--- config.mk ---
export PLATFORM = sky130hd
export DESIGN_NAME = tribus_arbiter
export DESIGN_NICKNAME = d
export VERILOG_FILES = /design/src/rtl/tribus_pkg.sv /design/src/rtl/tribus_arbiter_rr_pick.sv /design/src/rtl/tribus_arbiter.sv
export SDC_FILE = /design/constraint.sdc
export NUM_CORES = 1
export LEC_CHECK = 0
export ABC_AREA = 1
export CAP_MARGIN = 20
export CORE_ASPECT_RATIO = 1.75
export CORE_UTILIZATION = 55
export DETAILED_ROUTE_END_ITERATION = 10
export DONT_BUFFER_PORTS = 1
export GPL_TIMING_DRIVEN = 0
export PLACE_DENSITY = 0.73
export REMOVE_ABC_BUFFERS = 1
export SYNTH_ARGS = -nofsm -noshare
export SYNTH_HDL_FRONTEND = slang
export SYNTH_SLANG_ARGS = --single-unit
--- constraint.sdc ---
create_clock -name clk -period 5.7 [get_ports clk]
set_clock_uncertainty 0.15 [all_clocks]
set_input_delay 1.14 -clock clk [delete_from_list [all_inputs] [get_ports clk]]
set_output_delay 1.14 -clock clk [all_outputs]
set_load 0.03 [all_outputs]
--- src/rtl/tribus_pkg.sv ---
// Shared types and default sizing for the tristate bus arbiter.
// Imported by the arbiter top and its round-robin picker.
package tribus_pkg;

    typedef enum logic [1:0] {
        ST_IDLE  = 2'd0,
        ST_DRIVE = 2'd1,
        ST_TURN  = 2'd2
    } state_e;

    localparam int DEF_N        = 4;
    localparam int DEF_W        = 8;
    localparam int DEF_MAX_HOLD = 4;
    localparam int DEF_TURN_CYC = 1;

    // Index of (ptr + k) modulo n, with k < n and ptr < n.
    function automatic int unsigned wrap_add(
        input int unsigned ptr,
        input int unsigned k,
        input int unsigned n
    );
        int unsigned s;
        s = ptr + k;
        if (s >= n) begin
            s = s - n;
        end
        return s;
    endfunction

endpackage

--- src/rtl/tribus_arbiter_rr_pick.sv ---
// Combinational round-robin picker: first set request at or above ptr,
// wrapping at N. Unknown request bits never win.
module rr_pick
    import tribus_pkg::*;
#(
    parameter int N  = DEF_N,
    parameter int IW = $clog2(N)
) (
    input  logic [N-1:0]  req_i,
    input  logic [IW-1:0] ptr_i,
    output logic [IW-1:0] sel_o,
    output logic          any_o
);

    logic [IW:0]   sum;
    logic [IW-1:0] idx;
    logic          found;

    always_comb begin
        sel_o = '0;
        any_o = 1'b0;
        found = 1'b0;
        sum   = '0;
        idx   = '0;
        for (int k = 0; k < N; k++) begin
            sum = {1'b0, ptr_i} + (IW+1)'(k);
            if (sum >= (IW+1)'(N)) begin
                sum = sum - (IW+1)'(N);
            end
            idx = sum[IW-1:0];
            if (!found && req_i[idx]) begin
                found = 1'b1;
                sel_o = idx;
            end
        end
        any_o = found;
    end

endmodule

--- src/rtl/tribus_arbiter.sv ---
// Round-robin enable generator for N tribuf drivers on a shared bus,
// with a forced all-off turnaround and a registered receive capture.
module tribus_arbiter
    import tribus_pkg::*;
#(
    parameter int N        = DEF_N,
    parameter int W        = DEF_W,
    parameter int MAX_HOLD = DEF_MAX_HOLD,
    parameter int TURN_CYC = DEF_TURN_CYC,
    parameter int IW       = $clog2(N)
) (
    input  logic          clk,
    input  logic          rst_n,
    input  logic [N-1:0]  req,
    input  logic [W-1:0]  bus_in,
    output logic [N-1:0]  en,
    output logic [N-1:0]  gnt,
    output logic          busy,
    output logic [W-1:0]  rx_data,
    output logic          rx_valid,
    output logic [IW-1:0] rx_src
);

    localparam int HW = $clog2(MAX_HOLD + 1);
    localparam int TW = $clog2(TURN_CYC + 1);

    localparam logic [HW-1:0] HOLD_LAST = HW'(MAX_HOLD - 1);
    localparam logic [TW-1:0] TURN_LAST = TW'(TURN_CYC - 1);
    localparam logic [IW-1:0] PTR_LAST  = IW'(N - 1);

    state_e        state_q, state_d;
    logic [N-1:0]  en_q, en_d;
    logic [N-1:0]  gnt_q, gnt_d;
    logic [IW-1:0] owner_q, owner_d;
    logic [IW-1:0] ptr_q, ptr_d;
    logic [HW-1:0] hold_q, hold_d;
    logic [TW-1:0] turn_q, turn_d;
    logic          busy_q, busy_d;
    logic [W-1:0]  rx_data_q, rx_data_d;
    logic          rx_valid_q, rx_valid_d;
    logic [IW-1:0] rx_src_q, rx_src_d;

    logic [IW-1:0] sel;
    logic [IW-1:0] ptr_nxt;
    logic          any;
    logic          keep;

    rr_pick #(
        .N  (N),
        .IW (IW)
    ) u_pick (
        .req_i (req),
        .ptr_i (ptr_q),
        .sel_o (sel),
        .any_o (any)
    );

    assign ptr_nxt = (sel == PTR_LAST) ? '0 : sel + IW'(1);

    always_ff @(posedge clk or negedge rst_n) begin
        if (!rst_n) begin
            state_q    <= ST_IDLE;
            en_q       <= '0;
            gnt_q      <= '0;
            owner_q    <= '0;
            ptr_q      <= '0;
            hold_q     <= '0;
            turn_q     <= '0;
            busy_q     <= 1'b0;
            rx_data_q  <= '0;
            rx_valid_q <= 1'b0;
            rx_src_q   <= '0;
        end else begin
            state_q    <= state_d;
            en_q       <= en_d;
            gnt_q      <= gnt_d;
            owner_q    <= owner_d;
            ptr_q      <= ptr_d;
            hold_q     <= hold_d;
            turn_q     <= turn_d;
            busy_q     <= busy_d;
            rx_data_q  <= rx_data_d;
            rx_valid_q <= rx_valid_d;
            rx_src_q   <= rx_src_d;
        end
    end

    always_comb begin
        state_d = state_q;
        en_d    = en_q;
        gnt_d   = gnt_q;
        owner_d = owner_q;
        ptr_d   = ptr_q;
        hold_d  = hold_q;
        turn_d  = turn_q;
        busy_d  = busy_q;
        keep    = 1'b0;
        unique case (state_q)
            ST_IDLE: begin
                en_d   = '0;
                gnt_d  = '0;
                busy_d = 1'b0;
                if (any) begin
                    state_d = ST_DRIVE;
                    en_d    = N'(1) << sel;
                    gnt_d   = N'(1) << sel;
                    owner_d = sel;
                    ptr_d   = ptr_nxt;
                    hold_d  = '0;
                    busy_d  = 1'b1;
                end
            end
            ST_DRIVE: begin
                hold_d = hold_q + HW'(1);
                // An unknown req bit falls through to release the bus.
                if (req[owner_q] && (hold_q != HOLD_LAST)) begin
                    keep = 1'b1;
                end
                if (!keep) begin
                    state_d = ST_TURN;
                    en_d    = '0;
                    gnt_d   = '0;
                    turn_d  = '0;
                end
            end
            ST_TURN: begin
                if (turn_q == TURN_LAST) begin
                    state_d = ST_IDLE;
                    turn_d  = '0;
                    busy_d  = 1'b0;
                end else begin
                    turn_d = turn_q + TW'(1);
                end
            end
            default: begin
                state_d = ST_IDLE;
                en_d    = '0;
                gnt_d   = '0;
                busy_d  = 1'b0;
            end
        endcase
    end

    always_comb begin
        rx_data_d  = rx_data_q;
        rx_src_d   = rx_src_q;
        rx_valid_d = 1'b0;
        if (|en_q) begin
            rx_data_d  = bus_in;
            rx_src_d   = owner_q;
            rx_valid_d = 1'b1;
        end
    end

    assign en       = en_q;
    assign gnt      = gnt_q;
    assign busy     = busy_q;
    assign rx_data  = rx_data_q;
    assign rx_valid = rx_valid_q;
    assign rx_src   = rx_src_q;

endmodule

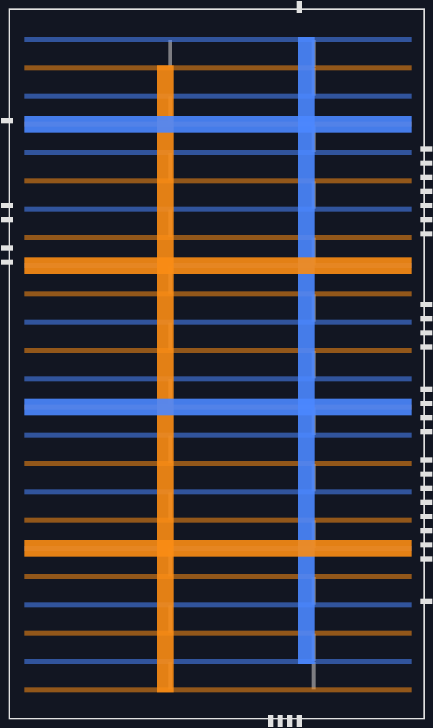
**Above:** PDN straps and rails.
Pins as bars on the die edge. Tap cells in grey.
Key: blue = VDD; orange = VSS
2 straps on met4. The core has 23 rows. 34 signal pins sit on the boundary. 24 met1 rails follow the rows.
die height: 68.12 um
die width: 39.78 um

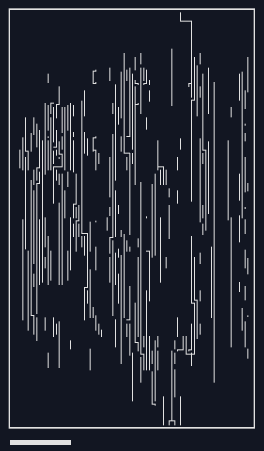
**Above:** M2 wires.
Scale bar: 10 um.
The longest straight run is 49.0 um. The layer holds 56% of the routed length. The layer carries 1300 um of wire. The wires run mostly vertical.
final WL: 2.308 mm
routed via count: 1002

==> out/qor.csv <==
metric,value,unit
status,"complete, no violations",
maxSlewViolCount,0,
routed_via_density,5.629,
routed-wl-met2,1.298,mm
r2r_slack,3460,ps
synth_flops,25,
worstSetupStartpointType,primary input,
cpMaxStageDelayCell,ha_1,
hold_path.class,flop to flop,
yosysCellCount,155,
nets,174,
wl_met3,71,um
antenna_found_initial,0,
wire_per_inst,12.97,um
place_hpwl,1.859,mm
slew_headroom,60.48,%
setup-violations-final,0,
crit_path_cell_trace,inv_1 -> nand2_1 -> nand3_1 -> nand2_2 -> nor2_8 -> nand3_4 -> nand3_1 -> inv_1 -> ha_1 -> nand2_1 -> o21ai_1,
max_cap_violations,0,
worstMarginPinSlew,592.8,ps
yosys_warnings,0,
synth_cell_types,23,
max_freq,0.4029,GHz
place_area,1359,um2
ys_seq_share,45.54,%
seqCellArea,625.6,um2
cts_sinks,25,
required,5700,ps
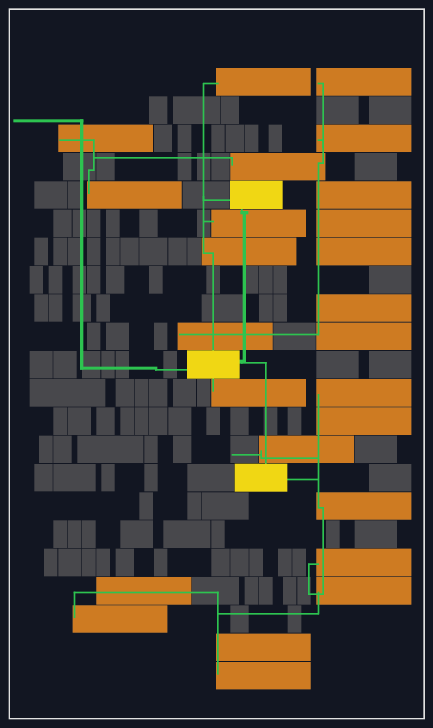
**Above:** clock network drawn from the DEF.
Key: yellow = cells driving clock nets [count 3]; green = clock wires [length 251 um]; orange = flip-flops [count 25]
There are 4 routed clock nets.
Clock Latency Late Sink: 260 ps

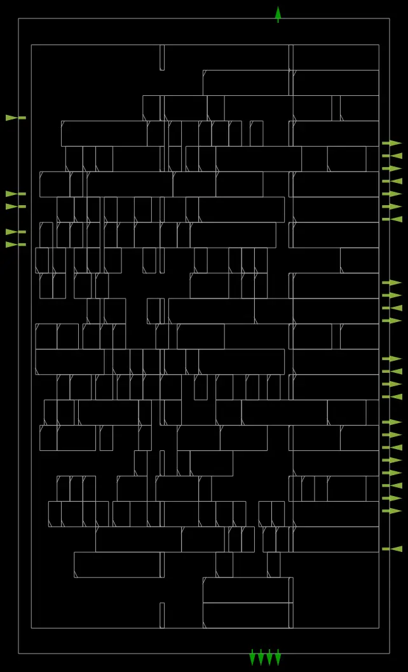
**Above:** cell outlines without signal wires.
flop share of the area: 44.44%
Core ar.: 2331 um2
utilization after layout: 60.39%
flip-flop and latch count: 25
Site Rows: 23

[area by class of cell]
cell class,count,area share (%)
clock buffer,3,2.933
clock inverter,1,0.5333
inverter,15,4.533
multi-input combinational,109,45.33
sequential,25,44.44
tap,25,2.222
[state kept, by name (all words and copies together), names as in the netlist]
register / flops
rx_src: 2
gnt: 4
ptr_q: 2
state_q: 2
busy: 1
rx_valid: 1
owner_q: 2
rx_data: 8
hold_q: 3
[cell usage after synthesis (3+ instances only)]
cell	instances	area [um2]
nand3_1	17	85.08
mux2_2	10	112.6
nand2_1	50	187.7
nor2_1	5	18.77
ha_1	6	75.07
dfrtp_1	25	625.6
buf_4	4	30.03
inv_1	12	45.04
nand2_2	4	25.02
o21ai_0	3	15.01
o21ai_1	4	20.02
[metrics by stage]
stage,utilization [%],setup WS (ps)
final,60.39,3218
after detailed placement,58.29,2946
after global routing,60.39,3067
after CTS,60.39,3228
after global placement,58.29,3024
after floorplan,-,3128
[metal layers]
layer,GRT usage [%],up-vias
li1,-,493
met1,20.87,468
met2,37.91,37
met3,2.597,4
met4,10.34,0
met5,0,-
[cells by family (layout without fill, tap and decap cells)]
logic type               Yosys count  in the layout  share of synthesized area [%]
AND-OR/OR-AND                     11             11                          4.463
adder cells (fa/ha/maj)            6              6                          5.464
buffers and inverters             21             19                          8.014
flip-flops                        25             25                          45.54
multiplexers                      10             10                          8.197
AND/OR/NAND/NOR                   82             82                          28.32
[layout by cell type, fill, tap and decap left out, types with 4 or more instances in the layout]
cell,n
nand2_2,4
mux2_2,10
nand2_1,50
ha_1,6
dfrtp_1,25
nand3_1,17
nor2_1,5
o21ai_1,4
inv_1,12
[path summary, 6_finish.rpt]
kind | from | to
max in group asynchronous | rst_n | rx_data[4]
min reg2reg | hold_q[0] | hold_q[0]
min | hold_q[0] | hold_q[0]
max reg2reg | ptr_q[0] | ptr_q[1]
min in group asynchronous | rst_n | rx_src[1]
max | req[3] | ptr_q[1]
[critical path, delay by kind of cell]
kind                     cells  cell delay, ps
AND-OR/OR-AND                1              50
buffers and inverters        2             130
adder cells (fa/ha/maj)      1             290
AND/OR/NAND/NOR              7             870
